**config.mk**
```make
export PLATFORM = sky130hd
export DESIGN_NAME = rr_arbiter_2x1_nbit
export DESIGN_NICKNAME = d
export VERILOG_FILES = /design/src/rtl/rr_arbiter_2x1_nbit_pkg.sv /design/src/rtl/mux_2x1_nbit.sv /design/src/rtl/rr_arbiter_2x1_nbit.sv
export SDC_FILE = /design/constraint.sdc
export NUM_CORES = 1
export LEC_CHECK = 0
export CORE_MARGIN = 1.5
export CORE_UTILIZATION = 24
export CTS_CLUSTER_DIAMETER = 200
export CTS_CLUSTER_SIZE = 8
export DETAILED_ROUTE_END_ITERATION = 12
export PLACE_DENSITY = 0.67
export SETUP_SLACK_MARGIN = 0.5
export SKIP_CTS_REPAIR_TIMING = 1
export SLEW_MARGIN = 10
export SYNTH_ARGS = -nofsm -noshare
export SYNTH_HDL_FRONTEND = slang
export SYNTH_SLANG_ARGS = --single-unit
```
**constraint.sdc**
```tcl
create_clock -name clk -period 0.9 [get_ports clk]
set_input_delay 0.225 -clock clk [delete_from_list [all_inputs] [get_ports clk]]
set_output_delay 0.225 -clock clk [all_outputs]
set_load 0.005 [all_outputs]
```
**src/rtl/rr_arbiter_2x1_nbit_pkg.sv**
```systemverilog
// Shared source encoding and the round-robin select rule for two-input arbiters.
package rr_arbiter_2x1_nbit_pkg;

    localparam logic SRC_W0 = 1'b0;
    localparam logic SRC_W1 = 1'b1;

    // Source 1 wins when it is alone, or on a tie when source 0 was served last.
    function automatic logic rr_pick(input logic v0, input logic v1, input logic last);
        return v1 & (!v0 | (last == SRC_W0));
    endfunction

endpackage

```
**src/rtl/mux_2x1_nbit.sv**
```systemverilog
// n-bit two-input multiplexer: f = s ? w1 : w0.
module mux_2x1_nbit #(
    parameter int n = 3
) (
    input  logic [n-1:0] w0,
    input  logic [n-1:0] w1,
    input  logic         s,
    output logic [n-1:0] f
);

    assign f = s ? w1 : w0;

endmodule

```
**src/rtl/rr_arbiter_2x1_nbit.sv**
```systemverilog
// Round-robin merge of two valid/ready streams into one registered output stage.
module rr_arbiter_2x1_nbit
    import rr_arbiter_2x1_nbit_pkg::*;
#(
    parameter int n = 3
) (
    input  logic         clk,
    input  logic         rst,
    input  logic [n-1:0] w0,
    input  logic         w0_valid,
    output logic         w0_ready,
    input  logic [n-1:0] w1,
    input  logic         w1_valid,
    output logic         w1_ready,
    output logic         s,
    output logic [n-1:0] f,
    output logic         f_src,
    output logic         f_valid,
    input  logic         f_ready
);

    logic         last;
    logic         accept;
    logic         xfer;
    logic [n-1:0] mux_f;

    mux_2x1_nbit #(.n(n)) u_mux (
        .w0 (w0),
        .w1 (w1),
        .s  (s),
        .f  (mux_f)
    );

    // The output stage can take a word when empty or when it drains this same cycle.
    assign accept   = !rst & (!f_valid | f_ready);
    assign s        = rr_pick(w0_valid, w1_valid, last);
    assign w0_ready = accept & !s;
    assign w1_ready = accept & s;
    assign xfer     = (w0_valid & w0_ready) | (w1_valid & w1_ready);

    // Priority pointer moves only on a real transfer, so idle cycles keep fairness.
    always_ff @(posedge clk) begin
        if (rst) begin
            f       <= '0;
            f_src   <= SRC_W0;
            f_valid <= 1'b0;
            last    <= SRC_W1;
        end else if (xfer) begin
            f       <= mux_f;
            f_src   <= s;
            f_valid <= 1'b1;
            last    <= s;
        end else if (f_ready) begin
            f_valid <= 1'b0;
        end
    end

endmodule

```
Run 1, PDN straps and rails:
Drawn at 10 px/um. Pins as bars on the die edge. Tap cells in grey.
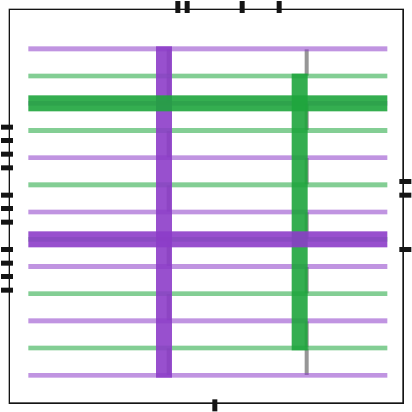
Key: purple = VSS; green = VDD
2 straps on met5. 13 met1 rails follow the rows. 2 straps on met4. 19 signal pins sit on the boundary.

Run 1, signal wires by layer:
Drawn at 10 px/um.
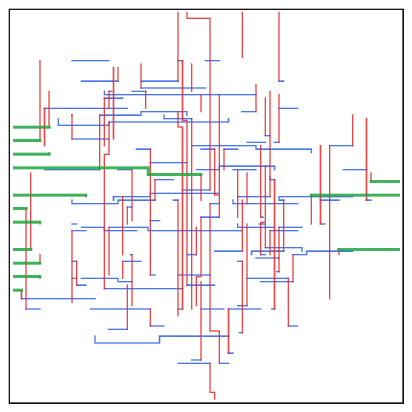
Key: green = metal 3 [wire length 64.3 um]; red = metal 2 [wire length 456 um]; blue = metal 1 [wire length 311 um]
overall routing resource usage: 12.63%
vias: 340

Run 1, M3 wires:
Drawn at 8 px/um. Cells faint in the background.
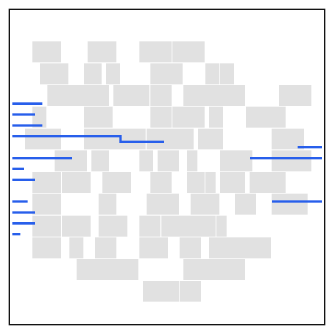
The layer carries 64.3 um of wire. 14 nets have wire on it.
Total Wirelength: 831 um
routing usage on met3: 5.202%

Run 1, met2 routing:
Drawn at 8 px/um.
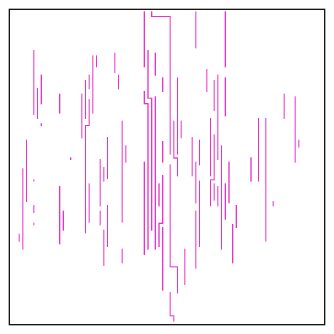
The wires run mostly vertical. 69 nets have wire on it. The layer carries 456 um of wire. The layer holds 55% of the routed length. The longest straight run is 19.0 um.

run 1: tightest hold or removal path, cell delays in order:
cell            delay (ns)
dlymetal6s2s_1        0.10
buf_4                 0.12
a311o_1               0.15
run 1: state kept, by name, summed over array words and instances, names as in the netlist:
name	count
last	1
f_src	1
f	3
f_valid	1
run 1: kinds of logic after synthesis:
| logic type | synth area share, % |
|---|---|
| buf+inv | 3.571 |
| simple gates | 23.81 |
| compound gates | 15.47 |
| flops | 38.10 |
| mux | 19.05 |
run 1: metal layers:
metal / vias up / GRT usage [%] / part of all wire (%)
li1: 173 / - / -
met1: 153 / 13.10 / 37
met2: 14 / 20.83 / 55
met3: 0 / 5.202 / 7.7
met4: 0 / 7.759 / 0
met5: - / 0 / 0
run 1: final cells by class:
type                    instances  area [um2]
repair buffers                 30       281.5
fillers                       123       503.0
well taps                      14       17.52
clock buffers                   3       22.52
flip-flops and latches          6       127.6
inverters                       2       7.507
multi-input cells              22       211.5
run 1: stage by stage:
step / setup slack (ns) / total power [uW]
3_3_place_gp: -0.9288 / 550.9
4_1_cts: -0.9407 / 810.1
5_1_grt: -0.4262 / 888.9
2_1_floorplan: -0.07170 / 403.7
3_5_place_dp: -0.9439 / 553.8
6_report: -0.3613 / 828.9
run 1: power by group through the flow:
stage	clock [uW]	sequential, uW	combinational [uW]
4_1_cts	259	313	238
2_1_floorplan	0	319	85.1
5_1_grt	286	318	285
6_report	252	313	264
3_5_place_dp	0	317	237
3_3_place_gp	0	317	234
run 1: path summary, 6_finish.rpt:
| check | endpoint | cells after the start |
|---|---|---|
| setup / recovery | w0_ready | 4 |
| setup reg to reg | f[2] | 5 |
| hold reg to reg | f_src | 2 |
| hold / removal | last | 3 |
==> run summary, run 1 <==
run results: clk root buf=clkbuf_4, share of layout cells above drive strength 1=about three fifths, Layout Area Growth over Synthesis=111.9%, Net Sw Frac=between 20% and 30%, GPL Wtd Cong=~0.65, antenna cells=0, crit path from=last, # setup viols final=9, first-pass GRT wire length=about 1200 um, initial DRC count=5, largest net degree at the start of global routing=8, max incr delay on CP=0.33 ns, die height=~39 um, top cells by area=dfxtp_1 38%, mux2i_1 19%, nand2b_1 7.9%, FP Rows=12, post-synthesis cell count from yosys=31, dominant register cell=dfxtp_1, fmax=0.7929 GHz, CP arrival=about 1.0 ns, EDFF count, synth=0, Slew headroom=a little over four fifths, Num CTS Buffers=3, Worst setup EP type=primary output, tool warnings=28, Worst Path Required=around 0.67 ns, YS warnings=0, Post-synth ARST share=0%, YS chip area=around 320 um2, Internal Power=roughly 620 uW, # nets final=around 76, Critical Path Fanout Max=4, Reg clk slew, reported paths=~0.04 ns, Final Hold Viols=0, num ports=19, final core occ=57.05%, Remaining DRCs=0, Design Area, Final=668.1 um2, Post-Syn Area=~320 um2, Cells after Synth=31, Floorplan Nets=approximately 42, Tmin final=approximately 1.3 ns, failing checks=negative setup slack, Leakage=0.0003360 uW, period utilisation layout=140.1%, Worst path slowest cell=dfxtp_2, top cells by count=6 x dfxtp_1, 6 x mux2i_1, 4 x nand2b_1, 3 x a21oi_1, 2 x inv_1, mean routed wirelength per cell=between 10 and 15 um, clk latency late pin=0.24 ns, Setup Skew=around 0.0088 ns, syn avg cell area=10.17 um2, PnR worst setup slack=-0.3613 ns, core area=approximately 1200 um2, Seq share, synth=a little under two fifths, die width=39.25 um, worst hold path class=input pin to flop, CP bufs+invs=2, Clock Path Buffers=2, die area=roughly 1500 um2, CTS tree=built, Power Density=roughly 1200 nW/um2, Crit path max-delay family=flip-flops, hpwl dp=a little over 600 um, r2r startpoint=last, Seq pwr share=around 38%, register bit total from synthesis=6, clock share of power=a little under a third, Final Slew Violations=0, fin cells=just under 80, dpl cells=70, fp util=between 20% and 30%, worst-margin pin slew=roughly 0.23 ns, outcome=finished, violations left
==> run 1 -> run 2 <==
- CORE_AREA: default -> 2 2 39 41
- CORE_MARGIN: 1.5 -> default
- CORE_UTILIZATION: 24 -> default
- DIE_AREA: default -> 0 0 41 43
- PLACE_DENSITY: 0.67 -> 0.64
- SYNTH_HIERARCHICAL: default -> 1
Run 2, signal wires by layer:
Drawn at 8 px/um.
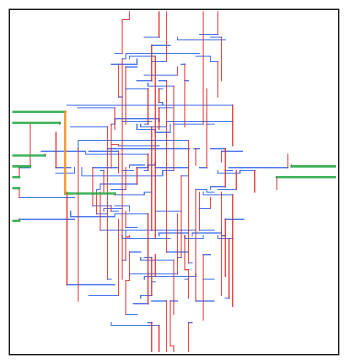
Key: green = metal 3 [wire length 39.1 um]; blue = metal 1 [wire length 381 um]; red = metal 2 [wire length 482 um]; orange = metal 4 [wire length 10.2 um]
overall routing resource usage: 10.95%
Total Wirelength: 912 um
mean routed wirelength per cell: 11.40 um

Run 2, the clock network:
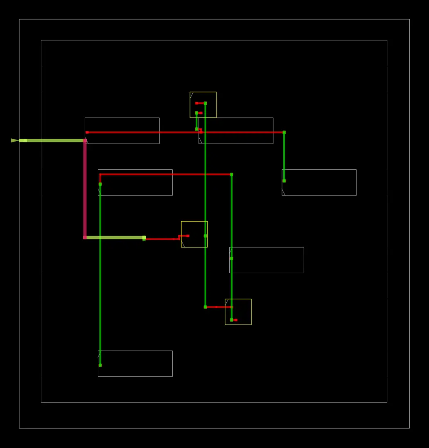
clock buf count: 3
P_clk: 257 uW

Run 2, PDN straps and rails:
Drawn at 8 px/um. Pins as bars on the die edge. Tap cells in grey.
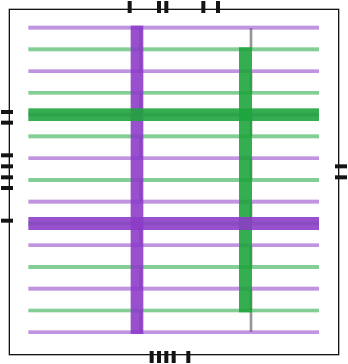
Key: purple = VSS; green = VDD
16 tap cells. The core has 14 rows. 15 met1 rails follow the rows.
die height: 43 um
die width: 41 um
core area: 1384 um2
VDD IR-drop max: 0.5120 mV

==> run summary, run 2 <==
run results: I/O Buffers=18 (unchanged), clk root buf=clkbuf_4 (unchanged), Num CTS Buffers=3 (unchanged), Final Slew Violations=0 (unchanged), Floorplan Nets=43 (was 42), Clock Path Buffers=2 (unchanged), FP Rows=14 (was 12), Tmin final=1.346 ns (was 1.261 ns), failing checks=negative setup slack (unchanged), Cells after Synth=32 (was 31), Worst Path Required=0.67 ns (about the same), wire length on met1=380 um (was 311 um), outcome=finished, violations left (unchanged), Setup Skew=0.007537 ns (was 0.008782 ns), antenna cells=0 (unchanged), Layout Area Growth over Synthesis=121.7% (was 111.9%), dominant register cell=dfxtp_1 (unchanged), Internal Power=604.5 uW (was 620.6 uW), PnR worst setup slack=-0.4459 ns (was -0.3613 ns), num ports=19 (unchanged), GRT met2 Usage=14.69% (was 20.83%), GPL Wtd Cong=0.7214 (was 0.6482), top cells by count=6 x dfxtp_1, 5 x a21oi_1, 3 x mux2_2, 3 x nand3b_1, 3 x o21ai_0 (was 6 x dfxtp_1, 6 x mux2i_1, 4 x nand2b_1, 3 x a21oi_1, 2 x inv_1), worst hold path class=input pin to flop (unchanged), tool warnings=28 (unchanged), post-synthesis cell count from yosys=32 (was 31), share of layout cells above drive strength 1=59.38% (was 60.32%), routing usage on met3=3.141% (was 5.202%), register bit total from synthesis=6 (unchanged), # fillers=141 (was 123), Highest Signal Layer=met4 (was met3), clock share of power=32.0% (was 30.4%), period utilisation layout=149.5% (was 140.1%), Final Hold Viols=0 (unchanged), Remaining DRCs=0 (unchanged), top cells by area=dfxtp_1 41%, mux2_2 11%, a21oi_1 8.5% (was dfxtp_1 38%, mux2i_1 19%, nand2b_1 7.9%), worst-margin pin slew=0.1593 ns (was 0.2305 ns), first-pass GRT wire length=1248 um (was 1242 um), GR met1 Demand/Resource=13.23% (was 13.10%), hpwl dp=621.5 um (was 615 um), EDFF count, synth=0 (unchanged), Leakage=0.0003338 uW (was 0.0003360 uW), fin cells=80 (was 77), largest net degree at the start of global routing=8 (unchanged), initial DRC count=1 (was 5), Reg clk slew, reported paths=0.05 ns (was 0.04 ns), Seq pwr share=37.9% (was 37.8%), Critical Path Fanout Max=3 (was 4), YS chip area=294.0 um2 (was 315.3 um2), syn avg cell area=9.189 um2 (was 10.17 um2), Net Sw Frac=24.81% (was 25.12%), max reg flops=3 (unchanged), CTS tree=built (unchanged), fp util=21.25% (was 26.92%), Slew headroom=89.26% (was 84.59%), # setup viols final=10 (was 9), fmax=0.7430 GHz (was 0.7929 GHz), # nets final=77 (was 76), metal3 WL=39 um (was 64 um), die area=1763 um2 (was 1540 um2), YS warnings=6 (was 0), dpl cells=74 (was 70), Post-synth ARST share=0% (unchanged), number of global-route vias before repair=309 (was 320), clk latency late pin=0.25 ns (was 0.24 ns), Post-Syn Area=294.0 um2 (was 315.3 um2), Seq share, synth=40.85% (was 38.10%), Power Density=1233 nW/um2 (was 1241 nW/um2), vias=347 (was 340)
## run 2: logic make-up after synthesis
family / share of synthesized area (%)
compound gates: 22.12
buf+inv: 2.976
simple gates: 22.55
mux: 11.49
flops: 40.85
## run 2: final cells by class
type	instances	area (um2)	area share (%)
flip-flops and latches	6	127.6	19.58
clock buffers	3	22.52	3.455
repair buffers	30	279.0	42.80
multi-input cells	24	198.9	30.52
inverters	1	3.754	0.5758
well taps	16	20.02	3.071
## run 2: path summary, 6_finish.rpt
path,depth (start not counted),slack (ns),to,from
worst max register to register,6,-0.41,f[2],last
worst max-delay path,5,-0.45,w0_ready,last
worst min-delay path,3,0.32,last,w1_valid
worst min register to register,1,0.48,f_src,f_src
## run 2: stage by stage
stage | worst slack, ns | hold WS, ns | cell area (um2) | utilization [%] | power (uW)
after CTS | -0.9806 | 0.4684 | 590.6 | 42.68 | 793.7
final | -0.4459 | 0.3200 | 651.9 | 47.11 | 803.9
after global placement | -0.9820 | 0.4491 | 568.0 | 41.05 | 522.8
after floorplan | -0.1977 | 0.2867 | 307.8 | - | 380.4
after detailed placement | -0.9777 | 0.4537 | 568.0 | 41.05 | 523.7
after global routing | -0.5166 | 0.3232 | 651.9 | 47.11 | 870.8
## run 2: power by group through the flow
stage / Sequential (uW) / Combinational, uW / Clock [uW]
after floorplan: 308 / 72.1 / 0
after global placement: 307 / 216 / 0
after detailed placement: 307 / 217 / 0
after CTS: 302 / 219 / 273
after global routing: 307 / 262 / 302
final: 304 / 242 / 257
## run 2: critical path, stage by stage (launching register included)
cell and delay, ns:
dfxtp_2 0.35, a21boi_4 0.06, buf_6 0.12, buf_6 0.10
nor3_2 0.10, buf_2 0.14
Power and IR drop assume default switching activity.
